$ cat config.mk
export PLATFORM = sky130hd
export DESIGN_NAME = reg_dump_reader_flat
export DESIGN_NICKNAME = d
export VERILOG_FILES = /design/src/rtl/reg_dump_reader_if.sv /design/src/rtl/reg_dump_reader.sv /design/src/flat_wrapper.sv
export SDC_FILE = /design/constraint.sdc
export NUM_CORES = 1
export LEC_CHECK = 0
export CORE_MARGIN = 10
export CORE_UTILIZATION = 45
export CTS_CLUSTER_SIZE = 28
export DETAILED_ROUTE_END_ITERATION = 10
export PLACE_DENSITY = 0.8
export SLEW_MARGIN = 20
export SYNTH_ARGS = -nofsm -noshare
export SYNTH_HDL_FRONTEND = slang
export SYNTH_SLANG_ARGS = --single-unit
$ cat constraint.sdc
create_clock -name CLK -period 1.9 [get_ports CLK]
set_input_delay 0.19 -clock CLK [delete_from_list [all_inputs] [get_ports CLK]]
set_output_delay 0.19 -clock CLK [all_outputs]
set_load 0.02 [all_outputs]
$ cat src/rtl/reg_dump_reader_if.sv
// Register-dump stream interface: dump control, register-file read port and
// the outgoing word stream with its valid/ready handshake.
interface reg_dump_reader_if #(
    parameter int DATA_WIDTH    = 32,
    parameter int REG_ADD_WIDTH = 5
);
    logic                     START;
    logic                     ABORT;
    logic [REG_ADD_WIDTH-1:0] FIRST_REG;
    logic [REG_ADD_WIDTH-1:0] LAST_REG;
    logic [REG_ADD_WIDTH-1:0] RD_ADDR;
    logic [DATA_WIDTH-1:0]    RD_DATA;
    logic                     OUT_VALID;
    logic                     OUT_READY;
    logic [DATA_WIDTH-1:0]    OUT_DATA;
    logic [REG_ADD_WIDTH-1:0] OUT_INDEX;
    logic                     OUT_LAST;
    logic                     BUSY;
    logic                     DONE;

    // Dump engine side.
    modport slave (
        input  START, ABORT, FIRST_REG, LAST_REG, RD_DATA, OUT_READY,
        output RD_ADDR, OUT_VALID, OUT_DATA, OUT_INDEX, OUT_LAST, BUSY, DONE
    );

    // Controller / register file / sink side.
    modport master (
        output START, ABORT, FIRST_REG, LAST_REG, RD_DATA, OUT_READY,
        input  RD_ADDR, OUT_VALID, OUT_DATA, OUT_INDEX, OUT_LAST, BUSY, DONE
    );
endinterface

$ cat src/rtl/reg_dump_reader.sv
// Streams a contiguous (possibly wrapping) range of register-file words out
// over a valid/ready port, one word per cycle when the sink keeps up.
module reg_dump_reader #(
    parameter int DATA_WIDTH    = 32,
    parameter int REG_ADD_WIDTH = 5,
    parameter int NUM_REGS      = 2**REG_ADD_WIDTH
) (
    input  logic             CLK,
    input  logic             RST,
    reg_dump_reader_if.slave bus
);
    localparam int                       CNT_WIDTH = $clog2(NUM_REGS + 1);
    localparam logic [CNT_WIDTH-1:0]     CNT_ONE   = CNT_WIDTH'(1);
    localparam logic [CNT_WIDTH-1:0]     CNT_NUM   = CNT_WIDTH'(NUM_REGS);
    localparam logic [REG_ADD_WIDTH-1:0] ADDR_MAX  = REG_ADD_WIDTH'(NUM_REGS - 1);

    typedef enum logic [1:0] {
        IDLE,
        STREAM,
        DRAIN,
        FIN
    } state_t;

    state_t                   r_state;
    state_t                   w_state_next;

    logic [REG_ADD_WIDTH-1:0] r_addr;
    logic [CNT_WIDTH-1:0]     r_remain;
    logic [DATA_WIDTH-1:0]    r_out_data;
    logic [REG_ADD_WIDTH-1:0] r_out_index;
    logic                     r_out_valid;
    logic                     r_out_last;

    logic                     w_start;
    logic                     w_load;
    logic                     w_accept;
    logic                     w_abort;
    logic [CNT_WIDTH-1:0]     w_word_count;
    logic [REG_ADD_WIDTH-1:0] w_addr_next;

    // Next read address wraps from the top register back to address 0.
    assign w_addr_next = (r_addr == ADDR_MAX) ? '0 : r_addr + 1'b1;

    // Word count of the requested range; a reversed range wraps through address 0.
    always_comb begin
        // NOTE: every signal written here gets a default first so no path leaves it unassigned (which would infer a latch).
        w_word_count = '0;
        if (bus.LAST_REG >= bus.FIRST_REG) begin
            w_word_count = CNT_WIDTH'(bus.LAST_REG) - CNT_WIDTH'(bus.FIRST_REG) + CNT_ONE;
        end else begin
            w_word_count = CNT_NUM - CNT_WIDTH'(bus.FIRST_REG) + CNT_WIDTH'(bus.LAST_REG) + CNT_ONE;
        end
    end

    // Next-state decode plus the strobes that drive the datapath.
    always_comb begin
        w_state_next = r_state;
        w_start      = 1'b0;
        w_load       = 1'b0;
        w_accept     = 1'b0;
        w_abort      = 1'b0;
        case (r_state)
            IDLE: begin
                // Abort alongside start cancels the request before it begins.
                if (bus.START && !bus.ABORT) begin
                    w_start      = 1'b1;
                    w_state_next = STREAM;
                end
            end
            STREAM: begin
                // Abort takes priority over a load in the same cycle.
                if (bus.ABORT) begin
                    w_abort      = 1'b1;
                    w_state_next = IDLE;
                end else if (!r_out_valid || bus.OUT_READY) begin
                    w_load = 1'b1;
                    if (r_remain == CNT_ONE) begin
                        w_state_next = DRAIN;
                    end
                end
            end
            DRAIN: begin
                if (bus.ABORT) begin
                    w_abort      = 1'b1;
                    w_state_next = IDLE;
                end else if (r_out_valid && bus.OUT_READY) begin
                    w_accept     = 1'b1;
                    w_state_next = FIN;
                end
            end
            FIN: begin
                w_state_next = IDLE;
            end
            default: begin
                w_state_next = IDLE;
            end
        endcase
    end

    // State register.
    always_ff @(posedge CLK or negedge RST) begin
        if (!RST) begin
            r_state <= IDLE;
        end else begin
            // NOTE: sequential state uses non-blocking assignments so every register samples pre-edge values.
            r_state <= w_state_next;
        end
    end

    // Address/remaining-count counters and the registered output word.
    always_ff @(posedge CLK or negedge RST) begin
        if (!RST) begin
            r_addr      <= '0;
            r_remain    <= '0;
            r_out_data  <= '0;
            r_out_index <= '0;
            r_out_valid <= 1'b0;
            r_out_last  <= 1'b0;
        end else begin
            if (w_start) begin
                r_addr   <= bus.FIRST_REG;
                r_remain <= w_word_count;
            end
            // Data is captured from the read port in the cycle of the load itself.
            if (w_load) begin
                r_out_data  <= bus.RD_DATA;
                r_out_index <= r_addr;
                r_out_valid <= 1'b1;
                r_out_last  <= (r_remain == CNT_ONE);
                r_addr      <= w_addr_next;
                r_remain    <= r_remain - CNT_ONE;
            end
            if (w_accept || w_abort) begin
                r_out_valid <= 1'b0;
                r_out_last  <= 1'b0;
            end
        end
    end

    assign bus.RD_ADDR   = r_addr;
    assign bus.OUT_VALID = r_out_valid;
    assign bus.OUT_DATA  = r_out_data;
    assign bus.OUT_INDEX = r_out_index;
    assign bus.OUT_LAST  = r_out_last;
    assign bus.BUSY      = (r_state == STREAM) || (r_state == DRAIN);
    assign bus.DONE      = (r_state == FIN);
endmodule

$ cat src/flat_wrapper.sv
// flat-port wrapper written by rule: the top's interface ports become plain ports
module reg_dump_reader_flat 
#(
    parameter int DATA_WIDTH    = 32,
    parameter int REG_ADD_WIDTH = 5,
    parameter int NUM_REGS      = 2**REG_ADD_WIDTH
)
  (CLK, RST, bus_START, bus_ABORT, bus_FIRST_REG, bus_LAST_REG, bus_RD_DATA, bus_OUT_READY, bus_RD_ADDR, bus_OUT_VALID, bus_OUT_DATA, bus_OUT_INDEX, bus_OUT_LAST, bus_BUSY, bus_DONE);
  reg_dump_reader_if #(.DATA_WIDTH(DATA_WIDTH), .REG_ADD_WIDTH(REG_ADD_WIDTH)) bus_i ();
  input  logic CLK;
  input  logic RST;
  input wire logic [$bits(bus_i.START)-1:0] bus_START;
  input wire logic [$bits(bus_i.ABORT)-1:0] bus_ABORT;
  input wire logic [$bits(bus_i.FIRST_REG)-1:0] bus_FIRST_REG;
  input wire logic [$bits(bus_i.LAST_REG)-1:0] bus_LAST_REG;
  input wire logic [$bits(bus_i.RD_DATA)-1:0] bus_RD_DATA;
  input wire logic [$bits(bus_i.OUT_READY)-1:0] bus_OUT_READY;
  output wire logic [$bits(bus_i.RD_ADDR)-1:0] bus_RD_ADDR;
  output wire logic [$bits(bus_i.OUT_VALID)-1:0] bus_OUT_VALID;
  output wire logic [$bits(bus_i.OUT_DATA)-1:0] bus_OUT_DATA;
  output wire logic [$bits(bus_i.OUT_INDEX)-1:0] bus_OUT_INDEX;
  output wire logic [$bits(bus_i.OUT_LAST)-1:0] bus_OUT_LAST;
  output wire logic [$bits(bus_i.BUSY)-1:0] bus_BUSY;
  output wire logic [$bits(bus_i.DONE)-1:0] bus_DONE;
  assign bus_i.START = bus_START;
  assign bus_i.ABORT = bus_ABORT;
  assign bus_i.FIRST_REG = bus_FIRST_REG;
  assign bus_i.LAST_REG = bus_LAST_REG;
  assign bus_i.RD_DATA = bus_RD_DATA;
  assign bus_i.OUT_READY = bus_OUT_READY;
  assign bus_RD_ADDR = bus_i.RD_ADDR;
  assign bus_OUT_VALID = bus_i.OUT_VALID;
  assign bus_OUT_DATA = bus_i.OUT_DATA;
  assign bus_OUT_INDEX = bus_i.OUT_INDEX;
  assign bus_OUT_LAST = bus_i.OUT_LAST;
  assign bus_BUSY = bus_i.BUSY;
  assign bus_DONE = bus_i.DONE;
  reg_dump_reader #(.DATA_WIDTH(DATA_WIDTH), .REG_ADD_WIDTH(REG_ADD_WIDTH), .NUM_REGS(NUM_REGS)) u_core (.CLK(CLK), .RST(RST), .bus(bus_i));
endmodule
==> job_summary.md, run 1 <==
## PnR job results

| Metric | Value |
|---|---|
| Status | `complete, no violations` |
| Final worst slack | `roughly 0.027 ns` |
| Yosys cell count | `between 200 and 300` |
| Setup crit start kind | `input port` |
| Dominant logic cell type in the layout | `nand2_1` |
| CP Class | `in -> reg` |
| Number of enable flip-flop cells | `0` |
| GRT Residual Overflow | `0` |
| Clk_skew | `roughly 0.0044 ns` |
| Setup WS pre-CTS | `-0.572 ns` |
| Register area share after synthesis | `between 40% and 50%` |
| Largest net degree at the start of global routing | `34` |
| Ys flop type | `dfrtp_1` |
| Clock share of power | `approximately 17%` |
| Largest stage delay, worst path | `approximately 0.35 ns` |
| Post-Layout Inst Area | `around 4200 um^2` |
| Share of cells above drive strength 1 | `between 10% and 20%` |
| Port bufs | `92` |
| Area after DPL | `~3800 um^2` |
| Hold/Removal Path Class | `in -> reg` |
| Fmax | `around 530 MHz` |
| CTS tree | `built` |
| Sum of negative setup slack | `0 ns` |
| Die W | `around 100 um` |
| TritonCTS Buffers | `5` |
| Setup violators final | `0` |
| Mapped Cells | `294` |
| Vias per cell | `roughly 4.9` |
| Top cells by count | `119 x nand2_1, 52 x dfrtp_1, 19 x ha_1, 19 x inv_1, 10 x a21oi_1` |
| CTS Buffer Depth | `2` |
| Worst skew pair latency | `around 0.30 ns` |
| Chip Area | `roughly 9400 um^2` |
| Tool warnings | `34` |
| Synth Register Bits | `roughly 52` |
| Pwr/cell area | `~1500 nW/um^2` |
| Most frequent cell after synthesis | `nand2_1` |
| Tot GR Track Use | `between 10% and 20%` |
| Final min period | `between 1.5 and 2 ns` |
| Mean area per synthesized cell | `9.10 um^2` |
| Actual slew at the worst max-slew pin | `between 0.5 and 0.6 ns` |
| Core footprint | `5850 um^2` |
| Most frequent cells in the layout | `119 x nand2_1, 82 x clkdlybuf4s50_1, 52 x dfrtp_1` |
| P_sw | `between 2000 and 2500 uW` |
| Max IR drop VDD | `slightly above 0.9 mV` |
| Diodes inserted | `0` |
| WL final | `between 7000 and 8000 um` |
| Area delta synth->final | `55.7%` |
| Sequential power share | `between 30% and 40%` |
| Post-synth cell types | `~43` |
| First-pass DRT Iterations | `4` |
[run 1: per-stage QoR]
step | hold WS (ns) | power, uW
after floorplan | -0.106 | 3660
after global placement | 0.215 | 5040
after detailed placement | 0.215 | 5140
after CTS | 0.400 | 6190
after global routing | 0.286 | 6610
final | 0.259 | 6190
[run 1: power by group through the flow]
| stage | combinational, uW | sequential, uW | clock (uW) |
|---|---|---|---|
| finish | 3230 | 1930 | 1030 |
| global route | 3530 | 2000 | 1090 |
| CTS | 3220 | 1930 | 1040 |
| detailed placement | 3190 | 1950 | 0 |
| global placement | 3120 | 1920 | 0 |
| floorplan | 1210 | 2450 | 0 |
[run 1: sequential cells by signal, indices dropped and copies added, names as in the netlist]
register / count
u_core.bus.OUT_DATA: 32
u_core.r_remain: 6
u_core.bus.OUT_INDEX: 5
u_core.bus.RD_ADDR: 5
u_core.r_state: 2
u_core.bus.OUT_LAST: 1
u_core.bus.OUT_VALID: 1
[run 1: final cells by class]
type | count | area, um^2
fillers | 440 | 1690
multi-input cells | 214 | 1300
flip-flops and latches | 52 | 1300
repair buffers | 131 | 1240
well taps | 75 | 93.8
clock inverters | 3 | 90.1
inverters | 19 | 71.3
clock buffers | 5 | 68.8
[run 1: path summary, 6_finish.rpt]
kind / startpoint / endpoint / slack [ns] / cells past startpoint
setup / recovery: bus_FIRST_REG[1] / u_core.r_remain[5] / 0.03 / 11
hold / removal: bus_FIRST_REG[3] / u_core.bus.RD_ADDR[3] / 0.26 / 3
setup reg to reg: u_core.bus.RD_ADDR[0] / u_core.bus.RD_ADDR[2] / 0.08 / 6
hold reg to reg: u_core.bus.OUT_DATA[17] / u_core.bus.OUT_DATA[17] / 0.48 / 2
max in group asynchronous: RST / u_core.bus.OUT_INDEX[0] / 0.95 / 3
min in group asynchronous: RST / u_core.bus.RD_ADDR[4] / 0.42 / 2
[run 1: worst max-delay path, delay by kind of cell]
kind | cells | cell delay, ns
compound gates | 2 | 0.23
fa+ha+maj | 3 | 0.81
xor+xnor | 2 | 0.36
buf+inv | 3 | 0.30
simple gates | 1 | 0.15
[run 1: cells by family after synthesis]
logic type / count (synthesis) / share of synthesized area (%)
simple gates: 151 / 24.8
fa+ha+maj: 21 / 10.4
buf+inv: 28 / 4.96
flops: 52 / 48.6
xor+xnor: 4 / 1.31
compound gates: 36 / 9.07
mux: 2 / 0.795
[run 1: layer usage]
metal | track usage [%] | vias up | wire, um
met1 | 18.4 | 1163 | 3190
met5 | 0 | - | 0
met3 | 5.90 | 10 | 609
met2 | 25.7 | 84 | 3740
li1 | - | 1201 | -
met4 | 2.95 | 0 | 72
[run 1: repair_timing]
action,in CTS,in global routing
hold buffers,1,0
buffers inserted,11,4
gates cloned,0,0
pin swaps,9,10
endpoints found under the setup margin,4,4
gates resized,8,15
endpoints found under the hold margin,23,0
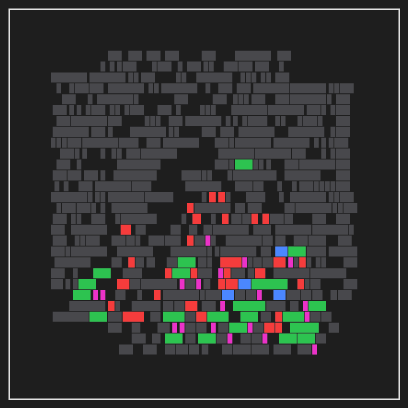
**Above:** run 1 (gate-type map).
Drawn at 4 px/um.
family	color	cells
fa/ha/maj cells	green	21
aoi and oai cells	red	29
inv cells	magenta	19
xor and xnor cells	blue	4

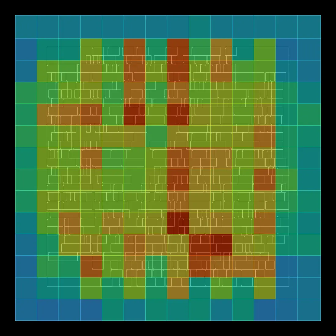
**Above:** run 1 (routing congestion map).
final core occ: 71.2%
average wire per standard cell: 15.2 um
M3 GR Usage: 5.90%
met2 Track Usage GR: 25.7%
GR peak layer: met2

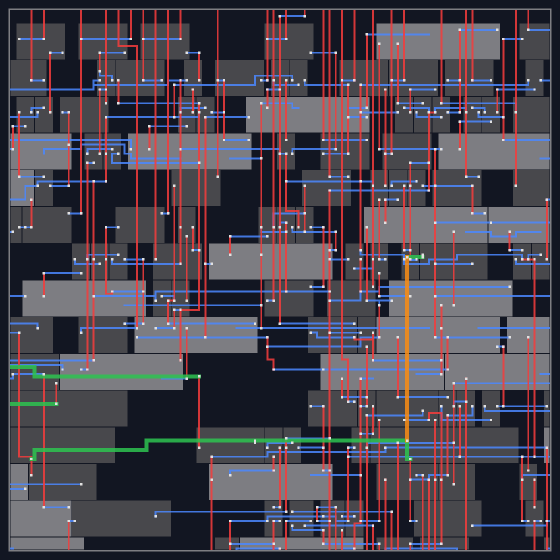
**Above:** run 1 (a small window of the routed layout).
Region (29, 48) to (69, 88) um. Cells in gray, sequential cells in the stronger gray; small squares are vias.
layer	color
metal 4	orange
metal 1	blue
metal 2	red
metal 3	green
most frequent	nand2_1 (48), clkdlybuf4s50_1 (28), dfrtp_1 (14)
netlist names of flops here include	u_core.bus.OUT_DATA (10), u_core.bus.OUT_INDEX (3)
cells with their middle in the window	104
sequential cells in the window	14

==> run 1 -> run 2 <==
Settings changed: CORE_UTILIZATION 45 to 49, PLACE_DENSITY 0.8 to 0.86.
Clock period 1.9 ns to 2.4 ns, I/O delays scaled along.
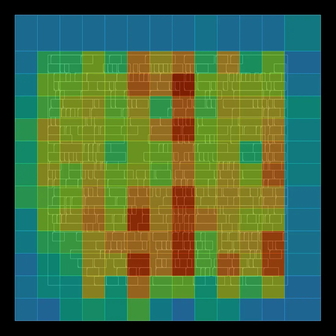
**Above:** run 2 (routing congestion map).
M3 GR Usage: 6.39%
final core occ: 73.3%

==> run 2 against run 1 <==
Count of clock-buffer cells in the layout unchanged. Sequential power down 19%. Die size down 6.5%. First-iteration DRC count down 34%. Global-route usage up 0.37 points. Final area down 8.4%. Largest cell class is now registers. Highest routed layer unchanged.
==> job_summary.md, run 2 <==
## PnR job results

| Metric | Value |
|---|---|
| Status | `complete, no violations` |
| Clk_skew | `around 0.0086 ns` |
| Drt drc | `0` |
| Setup crit start kind | `input port` |
| Switching Fraction | `41.9%` |
| Final Net Count | `around 460` |
| Max IR drop VDD | `slightly above 0.7 mV` |
| Hold/Removal Path Class | `in -> reg` |
| Die W | `approximately 94 um` |
| WL final | `around 6900 um` |
| Top non-seq family | `simple AND/OR/NAND/NOR gates` |
| Clock net sink count | `52` |
| Fmax | `about 450 MHz` |
| Most frequent cell after synthesis | `nand2_1` |
| Number of enable flip-flop cells | `0` |
| Post-route ant nets | `0` |
| Complex Gates by Area | `just over 9%` |
| Final min period | `2.24 ns` |
| Register area share after synthesis | `about half` |
| Share of cells above drive strength 1 | `8.38%` |
| Dominant logic cell type in the layout | `nand2_1` |
| Vias in the first global route | `2413` |
| Port bufs | `a little over 90` |
| Post-Route M1 WL | `approximately 2900 um` |
| Max reg flops | `32` |
| Worst R2R Path Depth | `6` |
| Actual slew at the worst max-slew pin | `about 0.58 ns` |
| Ys flop type | `dfrtp_1` |
| Uppermost layer routed | `met4` |
| CTS H-Tree Depth | `2` |
| Met2 WL | `about 3200 um` |
| Top cell area share | `roughly 49%` |
| Yosys cell count | `294` |
| Chip Area | `slightly below 9000 um^2` |
| Diodes inserted | `0` |
| Top cells by count | `119 x nand2_1, 52 x dfrtp_1, 19 x ha_1, 19 x inv_1, 10 x a21oi_1` |
| Postcts setup bufs | `0` |
| Synth Register Bits | `52` |
| Area share of fa/ha/maj cells after synthesis | `approximately a tenth` |
| Die y size | `about 94 um` |
| CTS tree | `built` |
| CP Class | `in -> reg` |
| First-pass DRT Iterations | `4` |
| Mean area per synthesized cell | `approximately 9.1 um^2` |
| P_sw | `~1900 uW` |
| WHS Path Cells | `3` |
| Tot GR Track Use | `between 15 and 20%` |
| Vias per cell | `a little under 5` |
| Mapped Cells | `294` |
| Area delta synth->final | `42.7%` |
| Core footprint | `between 5000 and 6000 um^2` |
| XORs/XNORs by Area | `about 1.3%` |
| GRT Residual Overflow | `0` |
| Pwr/cell area | `~1200 nW/um^2` |
| Placed cells | `around 460` |
| TritonCTS Buffers | `5` |
| RSZ-0062 raised after global routing | `false` |
| Largest net degree at the start of global routing | `29` |
| Worst skew pair latency | `roughly 0.30 ns` |
| R2r setup slk | `0.54 ns` |
| Routed wl met3 | `663 um` |
| Yosys simple share | `approximately a quarter` |
| Clock share of power | `between 10 and 15%` |
| Setup violators final | `0` |
| Most frequent cells in the layout | `119 x nand2_1, 91 x clkdlybuf4s50_1, 52 x dfrtp_1` |
| Sum of negative setup slack | `0 ns` |
| Mux share | `0.795%` |
| Post-synth cell types | `approximately 43` |
| Sequential power share | `about a third` |
| Tool warnings | `33` |
| CTS Buffer Depth | `2` |
| Average wire per standard cell | `approximately 15 um` |
## run 2: through the flow
stage               setup slack [ns]  power, uW  cell area, um^2  hold slack (ns)
floorplan                      0.429       2890             2680          -0.0556
global placement             -0.0945       3900             3680            0.263
detailed placement            -0.248       3970             3680            0.270
CTS                           0.0740       4480             3790            0.447
global route                  0.0141       4810             3820            0.452
finish                         0.160       4450             3820            0.451
## run 2: critical path, stage by stage
cell and delay, ns:
clkdlybuf4s50_1 0.49, inv_1 0.05, ha_1 0.30, inv_1 0.06, ha_2 0.17, inv_1 0.06
fa_2 0.34, nand2b_4 0.16, a21oi_4 0.16, xor2_2 0.16, xnor2_1 0.15, a21oi_1 0.09
## run 2: worst paths after layout
| check | start | endpoint |
|---|---|---|
| hold reg to reg | u_core.bus.OUT_DATA[15] | u_core.bus.OUT_DATA[15] |
| hold / removal | bus_RD_DATA[29] | u_core.bus.OUT_DATA[29] |
| min in group asynchronous | RST | u_core.bus.OUT_DATA[25] |
| max in group asynchronous | RST | u_core.r_remain[0] |
| setup / recovery | bus_LAST_REG[1] | u_core.r_remain[5] |
| setup reg to reg | u_core.bus.RD_ADDR[0] | u_core.bus.RD_ADDR[3] |
## run 2: cell type report
cell class	count	area [um^2]
clock inverter	3	22.5
timing repair buffer	101	986
clock buffer	5	68.8
multi-input combinational	214	1280
sequential	52	1300
tap	70	87.6
fill	383	1390
inverter	19	71.3
## run 2: what timing repair did
action                     4_1_cts  5_1_grt
hold endpoints to repair        25        0
gates resized                    0        6
hold buffers                     1        0
setup endpoints to repair        0        1
## run 2: logic make-up after synthesis
logic type      count (synthesis)
fa+ha+maj                      21
xor+xnor                        4
mux                             2
simple gates                  151
flops                          52
compound gates                 36
buf+inv                        28
## run 2: metal layers
| metal | up-vias | global-route usage [%] |
|---|---|---|
| met4 | 0 | 4.30 |
| met5 | - | 0 |
| li1 | 1145 | - |
| met2 | 80 | 25.8 |
| met3 | 9 | 6.39 |
| met1 | 1067 | 18.7 |
## run 2: power groups by stage
stage	Combinational, uW	Sequential, uW	Clock (uW)
2_1_floorplan	952	1940	0
3_3_place_gp	2360	1540	0
4_1_cts	2410	1550	519
3_5_place_dp	2400	1570	0
5_1_grt	2630	1610	561
6_report	2390	1560	507
==> run 2 -> run 3 <==
Settings changed: CELL_PAD_IN_SITES_DETAIL_PLACEMENT set to 0, CELL_PAD_IN_SITES_GLOBAL_PLACEMENT set to 1, CORE_UTILIZATION 49 to 36, PLACE_DENSITY 0.86 to not set, PLACE_DENSITY_LB_ADDON set to 0.1, SETUP_SLACK_MARGIN set to 0.1.
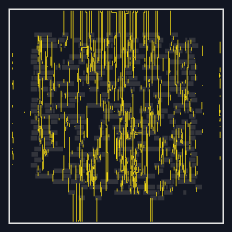
**Above:** run 3 (M2 wires).
Drawn at 2 px/um. Cells faint in the background.
share of all routed wire	46%
main direction	vertical
wire length on this layer	3150 um

==> run 3 against run 2 <==
Sequential share of layout area down 0.43 points. Worst setup slack better by 0.085 ns. Global-route usage down 3.3 points. Non-clock buffer count unchanged. Die size up 28%. Clock power about the same. Area after synthesis unchanged. Utilization down 20 points. Combinational power about the same.
==> job_summary.md, run 3 <==
## PnR job results

| Metric | Value |
|---|---|
| Most frequent cell after synthesis | `nand2_1` |
| I/O pin cnt | `around 93` |
| Share of cells above drive strength 1 | `around 7.9%` |
| Dominant logic cell type in the layout | `nand2_1` |
| M3 GR Usage | `under 10%` |
| Filler cell count | `683` |
| Top cells by count | `119 x nand2_1, 52 x dfrtp_1, 19 x ha_1, 19 x inv_1, 10 x a21oi_1` |
| Max-capacitance violation count | `0` |
| Largest net degree at the start of global routing | `33` |
| Clock share of power | `11.4%` |
| Final min period | `around 2.2 ns` |
| Most frequent cell on the critical path | `inv_1` |
| Chip Area | `~11000 um^2` |
| CTS H-Tree Depth | `2` |
| Yosys cell count | `294` |
| Max IR drop VDD | `between 0.6 and 0.7 mV` |
| CTS tree | `built` |
| RSZ-0062 raised after global routing | `false` |
| Tot Pwr | `about 4400 uW` |
| Mapped Cells | `294` |
| P_sw | `around 1800 uW` |
| Die y size | `between 100 and 150 um` |
| Worst skew pair latency | `roughly 0.3 ns` |
| Met2 Track Usage GR | `about 20%` |
| Most frequent cells in the layout | `119 x nand2_1, 91 x clkdlybuf4s50_1, 52 x dfrtp_1` |
| Vias per cell | `around 4.6` |
| CTS Buffer Depth | `2` |
| CP Class | `in -> reg` |
| GR Util met1 | `roughly 15%` |
| Sequential power share | `roughly a third` |
| Setup crit start kind | `input port` |
| Final core occ | `around 53%` |
| Ys flop type | `dfrtp_1` |
| Actual slew at the worst max-slew pin | `approximately 0.60 ns` |
| Clock net sink count | `~52` |
| Port bufs | `92` |
| Tot GR Track Use | `12.5%` |
| Max reg flops | `32` |
| Largest stage delay, worst path | `between 0.4 and 0.5 ns` |
| Synth Register Bits | `~52` |
| Slowest CP cell | `clkdlybuf4s50_1` |
| Logic area | `1270 um^2` |
| Fmax | `between 400 and 500 MHz` |
| Drt drc | `0` |
| WL final | `6920 um` |
| Switching Fraction | `41.6%` |
| Tool warnings | `33` |
| Pwr/cell area | `1150 nW/um^2` |
| Average wire per standard cell | `roughly 14 um` |
| Crit-path cells | `clkdlybuf4s50_1 -> inv_1 -> ha_4 -> inv_1 -> ha_2 -> inv_1 -> fa_2 -> nand2b_1 -> a21oi_2 -> xor2_1 -> xnor2_1 -> a21oi_1` |
| GR peak layer | `met2` |
| Area delta synth->final | `44.5%` |
| Critical path buffer and inverter count | `4` |
| CP delay by family, top | `adder cells` |
| TritonCTS Buffers | `5` |
| Clk_skew | `around 0.0046 ns` |
| Number of enable flip-flop cells | `0` |
| Register area share after synthesis | `between 40% and 50%` |
| Hold/Removal Path Class | `in -> reg` |
| Top cell area share | `between 40 and 50%` |
| Vias in the first global route | `roughly 2300` |
| Post-synth cell types | `about 43` |
| Die W | `about 110 um` |
| Gate power share | `53.7%` |
| Core footprint | `7250 um^2` |
| First-pass DRT Iterations | `4` |
| YS chip area | `~2700 um^2` |
| Mean area per synthesized cell | `roughly 9.1 um^2` |
| Sequential cell area | `between 1000 and 1500 um^2` |
| Status | `complete, no violations` |
run 3: cell counts after synthesis:
No cell type changed its count.
run 3: cell type report:
cell class	instances	area share, %
flip-flops and latches	52	33.7
multi-input cells	214	32.8
repair buffers	101	26.1
well taps	99	3.20
clock buffers	6	1.88
inverters	19	1.84
clock inverters	2	0.421
run 3: timing repair:
item,CTS,global route
hold buffers,1,0
setup buffers,0,0
gates resized,0,4
hold endpoints to repair,24,0
endpoints found under the setup margin,0,1
run 3: routing by layer:
metal  vias to the layer above  share of wire (%)
li1                       1143                  -
met1                      1041                 45
met2                        69                 46
met3                         7                8.4
met4                         0               0.78
met5                         -                  0
run 3: final timing paths:
kind / slack, ns / to / cells after the start / start
setup reg to reg: 0.52 / u_core.bus.RD_ADDR[3] / 6 / u_core.bus.RD_ADDR[0]
max in group asynchronous: 1.37 / u_core.bus.OUT_DATA[12] / 3 / RST
min in group asynchronous: 0.48 / u_core.bus.OUT_DATA[19] / 2 / RST
hold / removal: 0.45 / u_core.bus.OUT_DATA[13] / 3 / bus_RD_DATA[13]
setup / recovery: 0.25 / u_core.r_remain[5] / 12 / bus_LAST_REG[1]
hold reg to reg: 0.48 / u_core.bus.OUT_DATA[30] / 2 / u_core.bus.OUT_DATA[30]
run 3: cells by family (layout without fill, tap and decap cells):
kind of cell    count (synthesis)  in the layout  synth area share, %
compound gates                 36             36                 9.07
flops                          52             52                 48.6
simple gates                  151            151                 24.8
fa+ha+maj                      21             21                 10.4
buf+inv                        28            128                 4.96
xor+xnor                        4              4                 1.31
mux                             2              2                0.795
run 3: power by group through the flow:
| stage | clock network [uW] | logic [uW] | registers (uW) |
|---|---|---|---|
| 3_5_place_dp | 0 | 2430 | 1560 |
| 3_3_place_gp | 0 | 2410 | 1550 |
| 4_1_cts | 521 | 2430 | 1550 |
| 2_1_floorplan | 0 | 952 | 1940 |
| 5_1_grt | 551 | 2650 | 1610 |
| 6_report | 504 | 2380 | 1550 |
run 3: tightest hold or removal path, stage by stage:
cell and delay [ns]:
clkdlybuf4s50_1 0.39, nand2_1 0.06, nand2_1 0.04
run 3: stage by stage:
| step | instances | instance area (um^2) | TNS [ns] | hold slack [ns] | setup WS, ns |
|---|---|---|---|---|---|
| detailed placement | 484 | 3750 | -0.235 | 0.287 | -0.206 |
| global route | 493 | 3870 | 0 | 0.456 | 0.107 |
| floorplan | 294 | 2680 | 0 | -0.0556 | 0.429 |
| CTS | 493 | 3840 | 0 | 0.444 | 0.120 |
| global placement | 484 | 3750 | -0.133 | 0.290 | -0.133 |
| finish | 493 | 3870 | 0 | 0.452 | 0.245 |

==> notes/layouts.md <==
Pictures saved along the way, in no particular order.

Where the registers sit.
Drawn at 4 px/um. Other sequential cells in the stronger gray, the rest of the logic in the fainter gray.
panel A
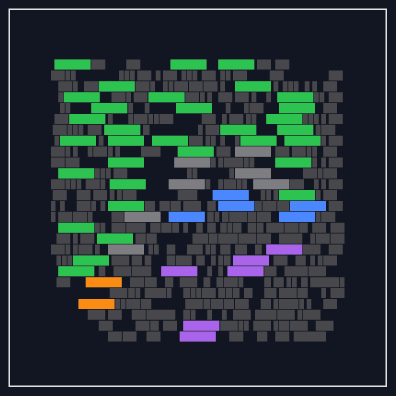
panel B
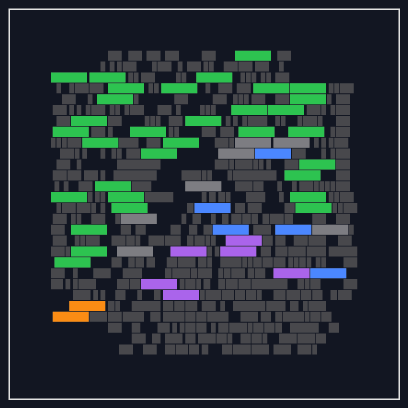
panel C
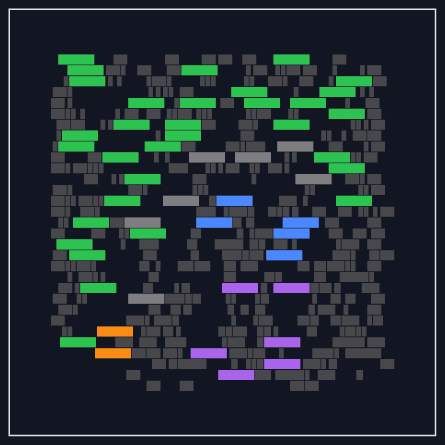
run 3: panel C
run 1: panel B
run 2: panel A

Power and IR drop assume default switching activity.
